## src/rtl/seq_divider_pkg.sv

```systemverilog
// Shared definitions for the sequential restoring divider.
// FSM state encoding and the default operand width.
package seq_divider_pkg;

    localparam int WIDTH_DEF = 8;

    typedef enum logic [1:0] {
        IDLE = 2'd0,
        RUN  = 2'd1,
        DONE = 2'd2
    } state_t;

endpackage

```

## src/rtl/seq_divider_div_step.sv

```systemverilog
// One restoring-division step: WIDTH+1-bit trial subtract
// built as a ripple adder with B inverted and carry-in 1.
module div_step
    import seq_divider_pkg::*;
#(
    parameter int WIDTH = WIDTH_DEF
) (
    input  logic [WIDTH-1:0] rem,
    input  logic             din,
    input  logic [WIDTH-1:0] b,
    output logic [WIDTH-1:0] rem_nxt,
    output logic             qbit
);

    logic [WIDTH:0] x;
    logic [WIDTH:0] y;
    logic [WIDTH:0] sum;
    logic [WIDTH:0] c;

    assign x    = {rem, din};
    assign y    = ~{1'b0, b};
    assign c[0] = 1'b1;

    // Ripple-carry full adders; the last carry-out is not needed.
    for (genvar i = 0; i <= WIDTH; i++) begin : g_fa
        assign sum[i] = x[i] ^ y[i] ^ c[i];
        if (i < WIDTH) begin : g_cy
            assign c[i+1] = (x[i] & y[i]) | (c[i] & (x[i] ^ y[i]));
        end
    end

    // A clear sign bit means the trial fits; otherwise restore.
    // The restored value always fits WIDTH bits because rem < b.
    assign qbit    = ~sum[WIDTH];
    assign rem_nxt = qbit ? sum[WIDTH-1:0] : x[WIDTH-1:0];

endmodule

```

## src/rtl/seq_divider.sv

```systemverilog
// Sequential unsigned restoring divider, one quotient bit per clock.
// start/done handshake; divide-by-zero finishes in a single cycle.
module seq_divider
    import seq_divider_pkg::*;
#(
    parameter int WIDTH = WIDTH_DEF
) (
    input  logic             clk,
    input  logic             rst,
    input  logic             start,
    input  logic [WIDTH-1:0] A,
    input  logic [WIDTH-1:0] B,
    output logic [WIDTH-1:0] Q,
    output logic [WIDTH-1:0] R,
    output logic             busy,
    output logic             done,
    output logic             dbz
);

    localparam int CW = (WIDTH > 1) ? $clog2(WIDTH) : 1;
    localparam logic [CW-1:0] LAST = CW'(WIDTH - 1);

    state_t           state;
    state_t           state_n;
    logic [WIDTH-1:0] rem;
    logic [WIDTH-1:0] qsr;
    logic [WIDTH-1:0] bq;
    logic [WIDTH-1:0] rem_nxt;
    logic [CW-1:0]    cnt;
    logic             qbit;

    div_step #(.WIDTH(WIDTH)) u_step (
        .rem     (rem),
        .din     (qsr[WIDTH-1]),
        .b       (bq),
        .rem_nxt (rem_nxt),
        .qbit    (qbit)
    );

    // State register.
    always_ff @(posedge clk or posedge rst) begin
        if (rst) state <= IDLE;
        else     state <= state_n;
    end

    // Next-state logic: zero divisor skips RUN entirely.
    always_comb begin
        state_n = state;
        unique case (state)
            IDLE: if (start) state_n = (B == '0) ? DONE : RUN;
            RUN:  if (cnt == LAST) state_n = DONE;
            DONE: state_n = IDLE;
            default: state_n = IDLE;
        endcase
    end

    // Datapath: operand capture, shift-subtract steps, result load.
    always_ff @(posedge clk or posedge rst) begin
        if (rst) begin
            rem <= '0;
            qsr <= '0;
            bq  <= '0;
            cnt <= '0;
            Q   <= '0;
            R   <= '0;
            dbz <= 1'b0;
        end else begin
            case (state)
                IDLE: begin
                    if (start) begin
                        bq <= B;
                        if (B == '0) begin
                            Q   <= '1;
                            R   <= A;
                            dbz <= 1'b1;
                        end else begin
                            rem <= '0;
                            qsr <= A;
                            cnt <= '0;
                            dbz <= 1'b0;
                        end
                    end
                end
                RUN: begin
                    rem <= rem_nxt;
                    qsr <= {qsr[WIDTH-2:0], qbit};
                    cnt <= cnt + 1'b1;
                    if (cnt == LAST) begin
                        Q <= {qsr[WIDTH-2:0], qbit};
                        R <= rem_nxt;
                    end
                end
                default: ;
            endcase
        end
    end

    // Status decode straight from the state.
    assign busy = (state == RUN);
    assign done = (state == DONE);

endmodule

```

## config.mk

```make
export PLATFORM = sky130hd
export DESIGN_NAME = seq_divider
export DESIGN_NICKNAME = d
export VERILOG_FILES = /design/src/rtl/seq_divider_pkg.sv /design/src/rtl/seq_divider_div_step.sv /design/src/rtl/seq_divider.sv
export SDC_FILE = /design/constraint.sdc
export NUM_CORES = 1
export LEC_CHECK = 0
export CAP_MARGIN = 20
export CORE_MARGIN = 4
export CORE_UTILIZATION = 53
export CTS_CLUSTER_SIZE = 20
export DETAILED_ROUTE_END_ITERATION = 7
export PLACE_DENSITY_LB_ADDON = 0.25
export SYNTH_ARGS = -nofsm -noshare
export SYNTH_HDL_FRONTEND = slang
export SYNTH_HIERARCHICAL = 1
export SYNTH_SLANG_ARGS = --single-unit
export TNS_END_PERCENT = 100
```

## constraint.sdc

```tcl
create_clock -name clk -period 5.6 [get_ports clk]
set_input_delay 1.4 -clock clk [delete_from_list [all_inputs] [get_ports clk]]
set_output_delay 1.4 -clock clk [all_outputs]
set_load 0.02 [all_outputs]
```

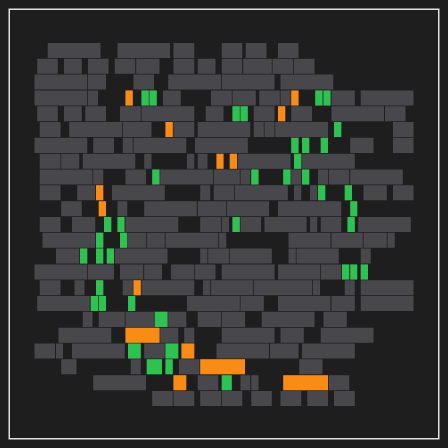
*Gate families picked out, run 1*
orange -> nor cells  # cells 14
green -> nand cells  # cells 40

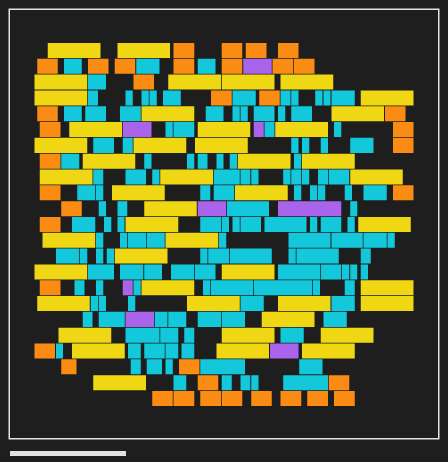
*Placement by cell class, run 1*
Bar = 20 microns.
yellow -> sequential cells  # cells 46
purple -> clock drivers and dummy loads  # cells 8
cyan -> combinational and other logic  # cells 144
orange -> remaining buffers and delay cells  # cells 38

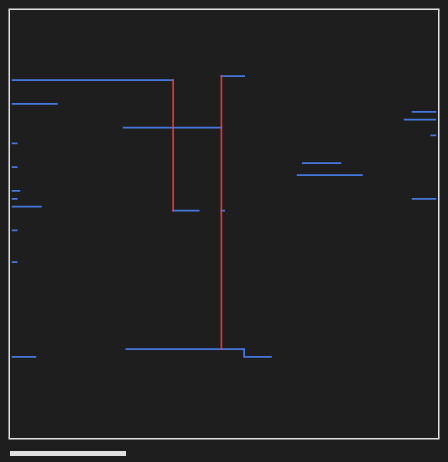
*Metal layers overlaid, run 1*
Bar = 20 microns. Only two layers are drawn.
red -> metal 4  # wire length 69.4 microns
blue -> metal 3  # wire length 131 microns

==> reports/results.tsv, run 1 <==
stage	metric	value	unit
die	fp_util	0.5582	
critical_path	reg2reg_slack	1.03	ns
detailed_routing	vias_per_cell	5.371	
final_timing	hold_violations	0	
critical_path	crit_chain	ha_1 -> fa_1 -> fa_1 -> fa_1 -> fa_1 -> inv_1 -> fa_1 -> inv_1 -> fa_1 -> fa_1 -> xor2_4 -> mux2_4 -> nand2_1 -> nand2_1 -> mux2_2	
finish	clkbuf_count	5	
synth	synthXorXnorAreaFrac	0.01207	
finish	largest_cell_class	registers	
critical_path	crit_family	adder cells	
die	boundaryPins	38	
grt	grt_pass1_wl	7610	microns
final_timing	slew_viol_final	0	
place	numPortBuffers	37	
power	clk-power	0.243	mW
die	die-area	5417	sq um
synth	yosys_warnings	6	
finish	buf_share	0.1351	
critical_path	startpoint	bq[0]	
power	power.total	1.759	mW
critical_path	cp_slowest_cell	fa_1	
grt	grt_busiest_layer	met2	
critical_path	crit_top_cell	fa_1	
synth	yosys_area	2281	sq um
finish	clk_share	0.03893	
critical_path	cp_num_buf_inv	2	
power	ir_drop	0.3108	mV
detailed_routing	highest_layer	met4	
synth	ys_sh_mux	0.1607	
clock_network	cts_resized	0	
finish	layout_top_cell	dfrtp_1	
detailed_routing	drt-initial-drc-count	72	
grt	grt_max_degree	47	
final_timing	whs	0.4937	ns
synth	ys_ff	46	
synth	ys_types	29	
place	numPlacedInstances	278	
finish	drive_above_1_share	0.1398	
power	leakage	1.234	nW
synth	synth_seq_share	0.5047	
grt	antenna_found_initial	0	
synth	area_leaders	dfrtp_1 50%, mux2_2 7.9%, mux2i_1 7.0%	
synth	synthesis.nets	225	
power	clkPwrFrac	0.138	
finish	stdcell_area	2796	sq um
grt	track_usage	0.1857	
critical_path	critPathMaxStageDelay	0.47	ns
grt	grt_pass1_vias	1594	
synth	yosys_cells	196	
power	top_power_group	combinational cells	
detailed_routing	remaining_drc_errors	0	
synth	syn_avg_cell_area	11.64	sq um
power	swShare	0.3958	
final_timing	maxClockFrequency	0.2190	GHz
power	internal-power	1.063	mW
synth	syn_inst	196	
power	p_seq	0.594	mW
final_timing	tightest_slew	0.8372	ns
synth	ys_sh_simple	0.1174	
clock_network	cts_tree	done	
clock_network	post-cts-setup-buffer-count	0	
run_status	outcome	complete, no violations	
synth	synth-edff-count	0	
final_timing	fin_setup_tns	0	ns
critical_path	r2r-end	R[5]	
finish	non_clock_inverter_count	14	
finish	stdcell_count	286	
detailed_routing	detail_route.wl_per_cell	15.13	microns
min_path	min_to	R[0]	
die	die_y	73.60	microns
grt	overflow	0	
synth	yosysMostFrequentCell	dfrtp_1	
place	placed_area	2688	sq um
detailed_routing	ant_nets	0	
critical_path	critPathMaxFanout	9	
critical_path	r2r-start	bq[0]	
grt	gr-usage-met1	0.2572	
critical_path	crit_type	reg2reg	
synth	ys_sh_adder	0.07789	
final_timing	setup_slack	1.033	ns
clock_network	cts_max_path_buffers	2	
power	powerComb	0.922	mW
clock_network	cts_buffers	5	
run	drv_cap	0	
min_path	hold_class	reg2reg	
critical_path	cp-endpoint	R[5]	
synth	aoi_share	0.08941	
grt	gr-usage-met2	0.2874	
synth	top_area_cell	dfrtp_1	
detailed_routing	route.met3.wl	131	microns
final_timing	finalCritPeriodShare	0.8155	
critical_path	reg2reg_depth	15	
final_timing	fin_skew	0.004650	ns
final_timing	setup_viol	0	
finish	fill_cells	328	
die	die_w	73.60	microns
finish	sh_seq_area	0.4116	
power	p_sw	0.6961	mW
clock_network	cts_sinks	46	
clock_network	cts_root_buf	clkbuf_8	
synth	syn-cell-area	2281	sq um
grt	use_met3	0.04651	
finish	ff_latch_area	1151	sq um
critical_path	path_depth	15	
finish	sh_comb_area	0.3732	
critical_path	critPathCaptureType	register	
place	dp_hpwl	3154	microns
detailed_routing	wl_met1	2041	microns
synth	flop_cell	dfrtp_1	
min_path	holdPathStages	1	
==> run 1 -> run 2 <==
--- a/config.mk
+++ b/config.mk
@@ -7,7 +7,7 @@
 export LEC_CHECK = 0
 export CAP_MARGIN = 20
 export CORE_MARGIN = 4
-export CORE_UTILIZATION = 53
+export CORE_UTILIZATION = 48
 export CTS_CLUSTER_SIZE = 20
 export DETAILED_ROUTE_END_ITERATION = 7
 export PLACE_DENSITY_LB_ADDON = 0.25
==> constraint.sdc (replaced) <==
create_clock -name clk -period 4.2 [get_ports clk]
set_input_delay 1.05 -clock clk [delete_from_list [all_inputs] [get_ports clk]]
set_output_delay 1.05 -clock clk [all_outputs]
set_load 0.02 [all_outputs]
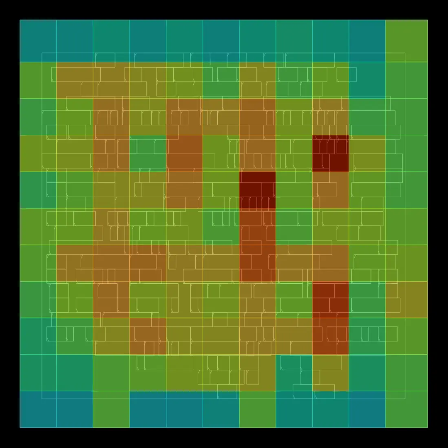
*Track usage over the die, run 2*
Final Core Density: 0.6415
All-Layer GR Usage: 0.1705
average wire per standard cell: 15.84 microns

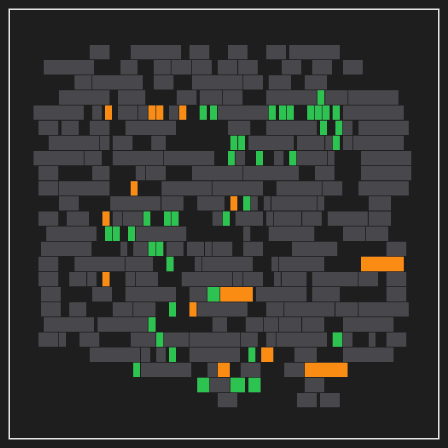
*Gate families picked out, run 2*
green -> nand cells  # cells 40
orange -> nor cells  # cells 14

==> run 2 against run 1 <==
  * Via count grew 1.9%
  * Wire length grew 6.9%
  * Combinational power rose by 49%
  * Critical endpoint unchanged
  * Largest cell class unchanged
  * Largest power group unchanged
  * Highest routed layer unchanged
==> reports/results.tsv, run 2 <==
stage	metric	value	unit	change
run_status	outcome	complete, no violations		
critical_path	critPathCaptureType	register		
critical_path	crit_top_cell	fa_2		
power	p_seq	0.797	mW	+34%
critical_path	cp-endpoint	R[5]		
grt	grt_pass1_vias	1640		+2.9%
synth	yosys_area	2281	sq um	unchanged
synth	synth-edff-count	0		unchanged
place	numPlacedInstances	284		+2.2%
synth	synthXorXnorAreaFrac	0.01207		unchanged
finish	syn2layout_area_growth	25.84	%	
detailed_routing	ant_nets	0		unchanged
synth	yosys_cells	196		unchanged
power	p_sw	0.9881	mW	+42%
finish	buf_share	0.1465		+0.01135
clock_network	cts_buffers	5		unchanged
synth	top_area_cell	dfrtp_1		
detailed_routing	drt-total-wl	4624	microns	
finish	stdcell_count	292		+2.1%
finish	fill_cells	356		+8.5%
power	internal-power	1.510	mW	+42%
die	die-area	5919	sq um	+9.3%
synth	ys_ff	46		unchanged
final_timing	fin_setup_tns	0	ns	unchanged
detailed_routing	route.met3.wl	183	microns	+40%
die	boundaryPins	38		unchanged
clock_network	cts_sinks	46		unchanged
final_timing	whs	0.4953	ns	+0.001627 ns
finish	clkbuf_count	5		unchanged
synth	ys_sh_simple	0.1174		unchanged
detailed_routing	drt-initial-drc-count	71		-1.4%
detailed_routing	wl_met1	2234	microns	+9.5%
place	numPortBuffers	37		unchanged
grt	antenna_found_initial	0		unchanged
min_path	holdPathStages	1		unchanged
final_timing	fin_skew	0.006443	ns	+0.001793 ns
clock_network	cts_resized	0		unchanged
die	die_y	76.94	microns	+4.5%
final_timing	setup_slack	0.1699	ns	-0.8635 ns
clock_network	cts_tree	done		
synth	yosysMostFrequentCell	dfrtp_1		
synth	syn_avg_cell_area	11.64	sq um	unchanged
power	swShare	0.3955		about the same
critical_path	crit_type	reg2reg		
grt	gr-usage-met1	0.2397		-0.01758
critical_path	cp_num_buf_inv	3		+1
synth	ys_sh_adder	0.07789		unchanged
finish	sh_comb_area	0.3723		-0.0008802
clock_network	post-cts-setup-buffer-count	0		unchanged
power	power.total	2.499	mW	+42%
place	dp_hpwl	3390	microns	+7.5%
synth	area_leaders	dfrtp_1 50%, mux2_2 7.9%, mux2i_1 7.0%		
detailed_routing	remaining_drc_errors	0		unchanged
critical_path	r2r-end	R[5]		
clock_network	cts_root_buf	clkbuf_8		
min_path	min_to	Q[7]		
place	placed_area	2735	sq um	+1.8%
final_timing	hold_violations	0		unchanged
run	drv_cap	0		unchanged
critical_path	cp_slowest_cell	fa_2		
synth	synth_seq_share	0.5047		unchanged
power	powerComb	1.37	mW	+49%
synth	flop_cell	dfrtp_1		
final_timing	tightest_slew	0.7504	ns	-0.08683 ns
critical_path	r2r-start	qsr[7]		
grt	grt_busiest_layer	met2		
grt	overflow	0		unchanged
detailed_routing	vias_per_cell	5.360		-0.21%
finish	drive_above_1_share	0.1958		+0.05600
synth	syn-cell-area	2281	sq um	unchanged
synth	syn_inst	196		unchanged
run	warning_count	26		
power	clk-power	0.336	mW	+38%
final_timing	finalCritPeriodShare	0.9595		+0.1441
grt	use_met3	0.04215		-0.004357
power	leakage	1.248	nW	+1.1%
finish	ff_latch_area	1151	sq um	unchanged
power	clkPwrFrac	0.134		-0.004
finish	largest_cell_class	registers		
final_timing	setup_viol	0		unchanged
finish	sh_seq_area	0.4010		-0.01059
power	ir_drop	0.3592	mV	+16%
finish	stdcell_area	2870	sq um	+2.6%
grt	grt_max_degree	28		-40%
die	die_w	76.94	microns	+4.5%
grt	grt_pass1_wl	7976	microns	+4.8%
critical_path	crit_family	adder cells		
die	fp_util	0.5098		-0.04839
power	top_power_group	combinational cells		
detailed_routing	highest_layer	met4		
finish	layout_top_cell	dfrtp_1		
synth	ys_sh_mux	0.1607		unchanged
synth	aoi_share	0.08941		unchanged
grt	gr-usage-met2	0.2605		-0.02695
critical_path	crit_chain	inv_1 -> ha_1 -> fa_2 -> fa_2 -> fa_2 -> fa_2 -> inv_2 -> fa_2 -> inv_1 -> fa_2 -> fa_2 -> xor2_4 -> mux2_4 -> nand2_1 -> nand2_1 -> mux2_2		
final_timing	slew_viol_final	0		unchanged
synth	yosys_warnings	6		unchanged
synth	synthesis.nets	225		unchanged
critical_path	reg2reg_depth	16		+1
finish	non_clock_inverter_count	14		unchanged
No activity file was given, so power comes from the tool's default toggle rates.
